$ cat config.mk
export PLATFORM = sky130hd
export DESIGN_NAME = card_shoe
export DESIGN_NICKNAME = d
export VERILOG_FILES = /design/src/rtl/card_shoe.sv
export SDC_FILE = /design/constraint.sdc
export NUM_CORES = 1
export LEC_CHECK = 0
export ABC_CLOCK_PERIOD_IN_PS = 4690
export CAP_MARGIN = 0
export CORE_MARGIN = 5
export CORE_UTILIZATION = 50
export DETAILED_ROUTE_END_ITERATION = 8
export PLACE_DENSITY = 0.67
export SYNTH_ARGS = -nofsm -noshare
export SYNTH_HDL_FRONTEND = slang
export SYNTH_SLANG_ARGS = --single-unit
$ cat constraint.sdc
create_clock -name clock -period 4.69 [get_ports clock]
set_input_delay 0.469 -clock clock [delete_from_list [all_inputs] [get_ports clock]]
set_output_delay 0.469 -clock clock [all_outputs]
set_load 0.01 [all_outputs]
$ cat src/rtl/card_shoe.sv
`default_nettype none
// card_shoe: multi-deck shoe dealing one rank per request without replacement, with reshuffle.
// Optional macro SHOE_SEQ_DEAL_EN: pick rank from a 1..13 sequence pointer instead of the LFSR.
module card_shoe #(
  parameter int          NUM_DECKS = 8,
  parameter int          CUT_LEFT  = 16,
  parameter logic [15:0] LFSR_SEED = 16'hACE1,
  localparam int         CW        = $clog2(52*NUM_DECKS+1),
  localparam int         NW        = $clog2(4*NUM_DECKS+1)
) (
  input  logic          clock,
  input  logic          reset,
  input  logic          deal_req,
  input  logic          shuffle_req,
  output logic          card_valid,
  output logic [3:0]    new_card,
  output logic [CW-1:0] cards_left,
  output logic          shoe_low,
  output logic          busy
);

  localparam logic [CW-1:0] c_full_cards = CW'(52*NUM_DECKS);
  localparam logic [NW-1:0] c_rank_full  = NW'(4*NUM_DECKS);
  localparam logic [15:0]   c_lfsr_mask  = 16'hB400;

  typedef enum logic [1:0] {
    S_IDLE    = 2'd0,
    S_SCAN    = 2'd1,
    S_SHUFFLE = 2'd2
  } state_t;

  state_t          r_state;
  state_t          w_state_next;
  logic [NW-1:0]   r_count [1:13];
  logic [CW-1:0]   r_left;
  logic [3:0]      r_new_card;
  logic            r_card_valid;
  logic [15:0]     r_lfsr;
  logic [3:0]      r_cur;
  logic [3:0]      r_shuf_idx;
  logic            r_pend;

  logic [15:0]     w_lfsr_next;
  logic [3:0]      w_pick;
  logic            w_hit;
  logic            w_load_cur;
  logic            w_deal;
  logic            w_go_shuf;
  logic            w_set_pend;

  assign w_lfsr_next = r_lfsr[0] ? ((r_lfsr >> 1) ^ c_lfsr_mask) : (r_lfsr >> 1);

`ifdef SHOE_SEQ_DEAL_EN
  logic [3:0] r_seq_ptr;

  assign w_pick = r_seq_ptr;

  always_ff @(posedge clock or posedge reset) begin
    if (reset) begin
      r_seq_ptr <= 4'd1;
    end else if (w_deal) begin
      r_seq_ptr <= (r_seq_ptr == 4'd13) ? 4'd1 : r_seq_ptr + 4'd1;
    end
  end
`else
  logic [3:0] w_lfsr_nib;

  // Fold 13..15 back onto 0..2, then shift to rank 1..13.
  assign w_lfsr_nib = r_lfsr[3:0];
  assign w_pick     = (w_lfsr_nib > 4'd12) ? (w_lfsr_nib - 4'd12) : (w_lfsr_nib + 4'd1);
`endif

  assign w_hit = (r_count[r_cur] != '0);

  always_comb begin
    w_state_next = r_state;
    w_load_cur   = 1'b0;
    w_deal       = 1'b0;
    w_go_shuf    = 1'b0;
    w_set_pend   = 1'b0;
    case (r_state)
      S_IDLE: begin
        if (shuffle_req) begin
          w_state_next = S_SHUFFLE;
          w_go_shuf    = 1'b1;
        end else if (deal_req) begin
          if (r_left == '0) begin
            w_state_next = S_SHUFFLE;
            w_go_shuf    = 1'b1;
            w_set_pend   = 1'b1;
          end else begin
            w_state_next = S_SCAN;
            w_load_cur   = 1'b1;
          end
        end
      end
      S_SCAN: begin
        if (w_hit) begin
          w_state_next = S_IDLE;
          w_deal       = 1'b1;
        end
      end
      S_SHUFFLE: begin
        if (r_shuf_idx == 4'd13) begin
          if (r_pend) begin
            w_state_next = S_SCAN;
            w_load_cur   = 1'b1;
          end else begin
            w_state_next = S_IDLE;
          end
        end
      end
      default: w_state_next = S_IDLE;
    endcase
  end

  always_ff @(posedge clock or posedge reset) begin
    if (reset) begin
      r_state <= S_IDLE;
    end else begin
      r_state <= w_state_next;
    end
  end

  always_ff @(posedge clock or posedge reset) begin
    if (reset) begin
      for (int i = 1; i <= 13; i++) begin
        r_count[i] <= c_rank_full;
      end
      r_left       <= c_full_cards;
      r_new_card   <= 4'd0;
      r_card_valid <= 1'b0;
      r_lfsr       <= LFSR_SEED;
      r_cur        <= 4'd1;
      r_shuf_idx   <= 4'd1;
      r_pend       <= 1'b0;
    end else begin
      r_lfsr       <= w_lfsr_next;
      r_card_valid <= w_deal;

      if (w_load_cur) begin
        r_cur <= w_pick;
      end else if ((r_state == S_SCAN) && !w_hit) begin
        r_cur <= (r_cur == 4'd13) ? 4'd1 : r_cur + 4'd1;
      end

      if (w_deal) begin
        r_count[r_cur] <= r_count[r_cur] - NW'(1);
        r_left         <= r_left - CW'(1);
        r_new_card     <= r_cur;
      end

      if (w_go_shuf) begin
        r_shuf_idx <= 4'd1;
        r_pend     <= w_set_pend;
      end

      // One rank reloaded per cycle; the full total lands with the last rank.
      if (r_state == S_SHUFFLE) begin
        r_count[r_shuf_idx] <= c_rank_full;
        r_shuf_idx          <= r_shuf_idx + 4'd1;
        if (r_shuf_idx == 4'd13) begin
          r_left <= c_full_cards;
          r_pend <= 1'b0;
        end
      end
    end
  end

  assign card_valid = r_card_valid;
  assign new_card   = r_new_card;
  assign cards_left = r_left;
  assign shoe_low   = (int'(r_left) < CUT_LEFT);
  assign busy       = (r_state != S_IDLE);

endmodule
`default_nettype wire

gates.png
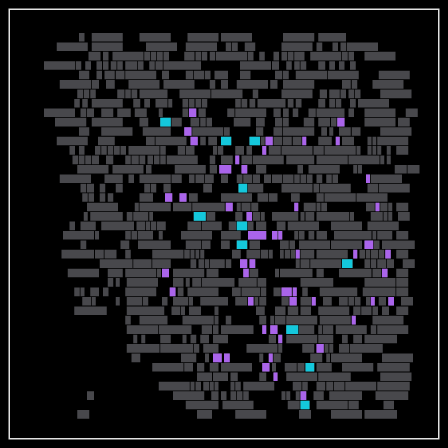
legend:
  purple:
    family: nor cells
    cells: 49
    most_used: nor2_1
  cyan:
    family: non-inverting ao/oa cells
    cells: 11
    most_used: a21o_1

closeup.png
The bar under the picture is 5 um long. Window x 52 to 72, y 76 to 96 um. Cells in gray, sequential cells in the stronger gray; small squares are vias.
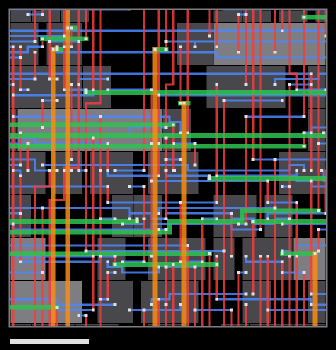
legend:
  red:
    layer: M2
  green:
    layer: M3
  orange:
    layer: M4
  blue:
    layer: M1
cells with their middle in the window: 27
most frequent: o21ai_0 (3), and2_1 (3)
sequential cells in the window: 2
netlist names of flops here include: r_count (2)

clock_nets.png
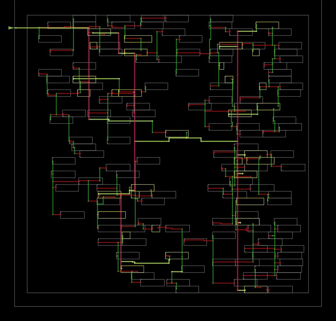
Seq Cell Count: 119
P_clk: 1.40 mW
Latency at later pin: 430 ps

pinout.png
The bar under the picture is 20 um long. Pins as bars across the die edge, other pins in gray.
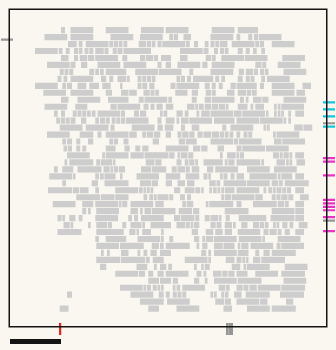
legend:
  red:
    port: reset
    pins: 1
    direction: input
    edge: south
  cyan:
    port: new_card
    pins: 4
    direction: output
    edge: east
  magenta:
    port: cards_left
    pins: 9
    direction: output
    edge: east

route_heat.png
The die is cut into 25 by 25 equal tiles; white is low, dark blue is high, scaled to the fullest tile. Values are wire area over tile area, all layers added.
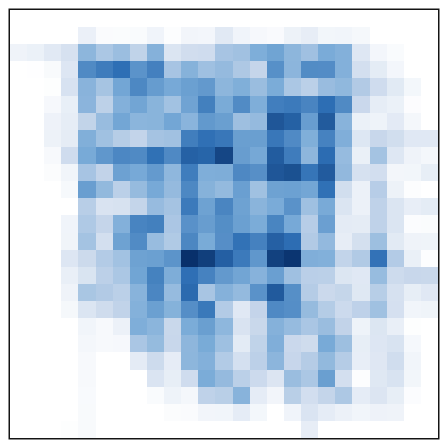
densest ninth of the die: center
emptiest ninth of the die: south-west
fullest tile: 0.77
mean over tiles: 0.20
tiles over half the peak: 20%
DR vias: 5472
Routed WL: 18600 um
Global Route Usage Sum: 25.7%
DR WL/cell: 22.2 um

==> state kept, by name, summed over array words and instances (netlist names) <==
name / count
card_valid: 1
new_card: 4
r_state: 2
r_pend: 1
cards_left: 9
r_cur: 4
r_shuf_idx: 4
r_lfsr: 16
r_count: 78
==> worst max-delay path by stage <==
stage,endpoint,slack [ps],cells after the start
6_report,r_count[7],720,11
5_1_grt,cards_left[7],460,12
4_1_cts,cards_left[7],750,11
2_1_floorplan,r_count[73],800,14
3_3_place_gp,r_count[73],890,9
3_5_place_dp,r_count[7],820,10
==> power by group <==
group	switching [mW]	internal (mW)
logic	1.76	0.822
clock network	0.496	0.905
registers	0.245	1.31
total	2.51	3.03
==> critical path: cells and delay by family (launching register included) <==
family	cells	cell delay, ps
and+or+nand+nor	2	680
muxes	1	590
AOI/OAI and AO/OA	5	980
DFF	1	940
adders and majority gates	1	180
buffers and inverters	2	410
==> cells in the final DEF (no fill, tap or decap), types with 10 or more instances in the layout <==
master / Yosys / final
o211ai_1: 16 / 16
nand4_1: 15 / 15
nor3_1: 12 / 12
o21ai_0: 69 / 69
dfrtp_1: 93 / 93
and2_1: 16 / 16
buf_4: 4 / 23
clkdlybuf4s50_1: 0 / 19
a21oi_1: 58 / 58
dfstp_2: 26 / 26
nand3_1: 33 / 33
nand2_1: 64 / 64
nor2b_1: 12 / 12
a311oi_1: 11 / 11
mux2i_1: 18 / 18
clkbuf_16: 0 / 17
nor2_1: 18 / 18
o211ai_2: 10 / 10
==> cells by family (layout without fill, tap and decap cells) <==
logic type	after synthesis	in the layout	synth area share, %
buffers and inverters	62	84	4.90
AOI/OAI and AO/OA	204	204	21.4
adders and majority gates	9	9	1.75
muxes	33	33	6.92
and+or+nand+nor	209	209	16.9
xor gates and xnor gates	10	10	1.36
DFF	119	119	46.8
==> cell type report <==
class | instances | area (um2) | area share (%)
multi-input cells | 465 | 3110 | 42.2
flip-flops and latches | 119 | 3010 | 40.8
well taps | 172 | 215 | 2.92
clock inverters | 14 | 199 | 2.70
inverters | 10 | 40.0 | 0.543
repair buffers | 42 | 363 | 4.92
clock buffers | 18 | 439 | 5.95
==> per-stage QoR <==
stage | hold WS (ps) | utilization (%) | total power [mW] | std cells | worst slack (ps)
3_5_place_dp | 338 | 53.4 | 4.05 | 808 | 816
6_report | 357 | 58.5 | 5.54 | 840 | 716
4_1_cts | 362 | 58.5 | 5.47 | 840 | 752
5_1_grt | 363 | 58.5 | 5.77 | 840 | 458
3_3_place_gp | 336 | 53.4 | 4.02 | 808 | 893
2_1_floorplan | 331 | - | 3.23 | 646 | 800
==> layer usage <==
layer  vias up  global-route usage, %
li1       2399                      -
met1      2739                   33.3
met2       275                   39.7
met3        59                   6.31
met4         0                   14.3
met5         -                      0
==> job_summary.md <==
## Synthesis and layout report

| Metric | Value |
|---|---|
| R2R setup slack | `720 ps` |
| Global route overflow | `0` |
| Max-slew headroom | `26.9%` |
| Final setup skew | `6.98 ps` |
| # setup viols final | `0` |
| HP Class | `register to register` |
| Maximum VDD drop | `0.466 mV` |
| Syn. warnings | `0` |
| Final period utilization | `84.7%` |
| PortBufs | `19` |
| Post-CTS Setup Repair Bufs | `0` |
| Vias/cell | `6.51` |
| Met3 WL post-DR | `1470 um` |
| DRT Pass-1 Iters | `5` |
| Top-count cell post-synth | `dfrtp_1` |
| Critical setup path kind | `register to register` |
| Critical path's slowest cell | `dfstp_2` |
| Post-synth EDFFs | `0` |
| Antenna viol nets, final | `0` |
| Top sig layer | `met4` |
| Met1 wire length | `7560 um` |
| Syn avg cell area | `9.97 um2` |
| Setup TNS | `0 ps` |
| Worst EP arrival | `4240 ps` |
| Commonest cells in the netlist | `93 x dfrtp_1, 69 x o21ai_0, 64 x nand2_1` |
| Outcome | `complete, no violations` |
| Worst Reg-to-Reg Cells | `11` |
| Largest area contributor in the netlist | `dfrtp_1` |
| Tool Warnings | `30` |
| Hold Crit Start | `r_lfsr[8]` |
| Fin crit period | `3970 ps` |
| Yosys cell count | `646` |
| Cell Rows | `41` |
| Fp util | `51.0%` |
| Synthesized flop and latch total | `119` |
| Chip Height | `123 um` |
| Syn Std Cell Area | `0.00644 mm2` |
| Worst slew pin tran | `1090 ps` |
| ANT cells | `0` |
| GPL Wtd Cong | `0.950` |
| Critical R2R Launch | `r_cur[0]` |
| Nets | `668` |
| Largest net degree at the start of global routing | `44` |
| CP max FO | `22` |
| Netlist cell types | `67` |
| Fin. Hold Viols | `0` |
| Worst-path cell chain | `mux4_2 > a221oi_1 > and2_1 > ha_1 > o221ai_1 > or3_1 > o31ai_4 > buf_4 > inv_2 > a21oi_1 > a311oi_1` |
| First-pass GRT wire length | `29500 um` |
| Seq share, synth | `46.8%` |
| CP Data Required Time | `4950 ps` |
| Mapped Nets | `659` |
| # clock sinks | `119` |
| Synth Instances | `646` |
| Cts bufs inserted | `17` |
Power is estimated from default activity; no workload was simulated.
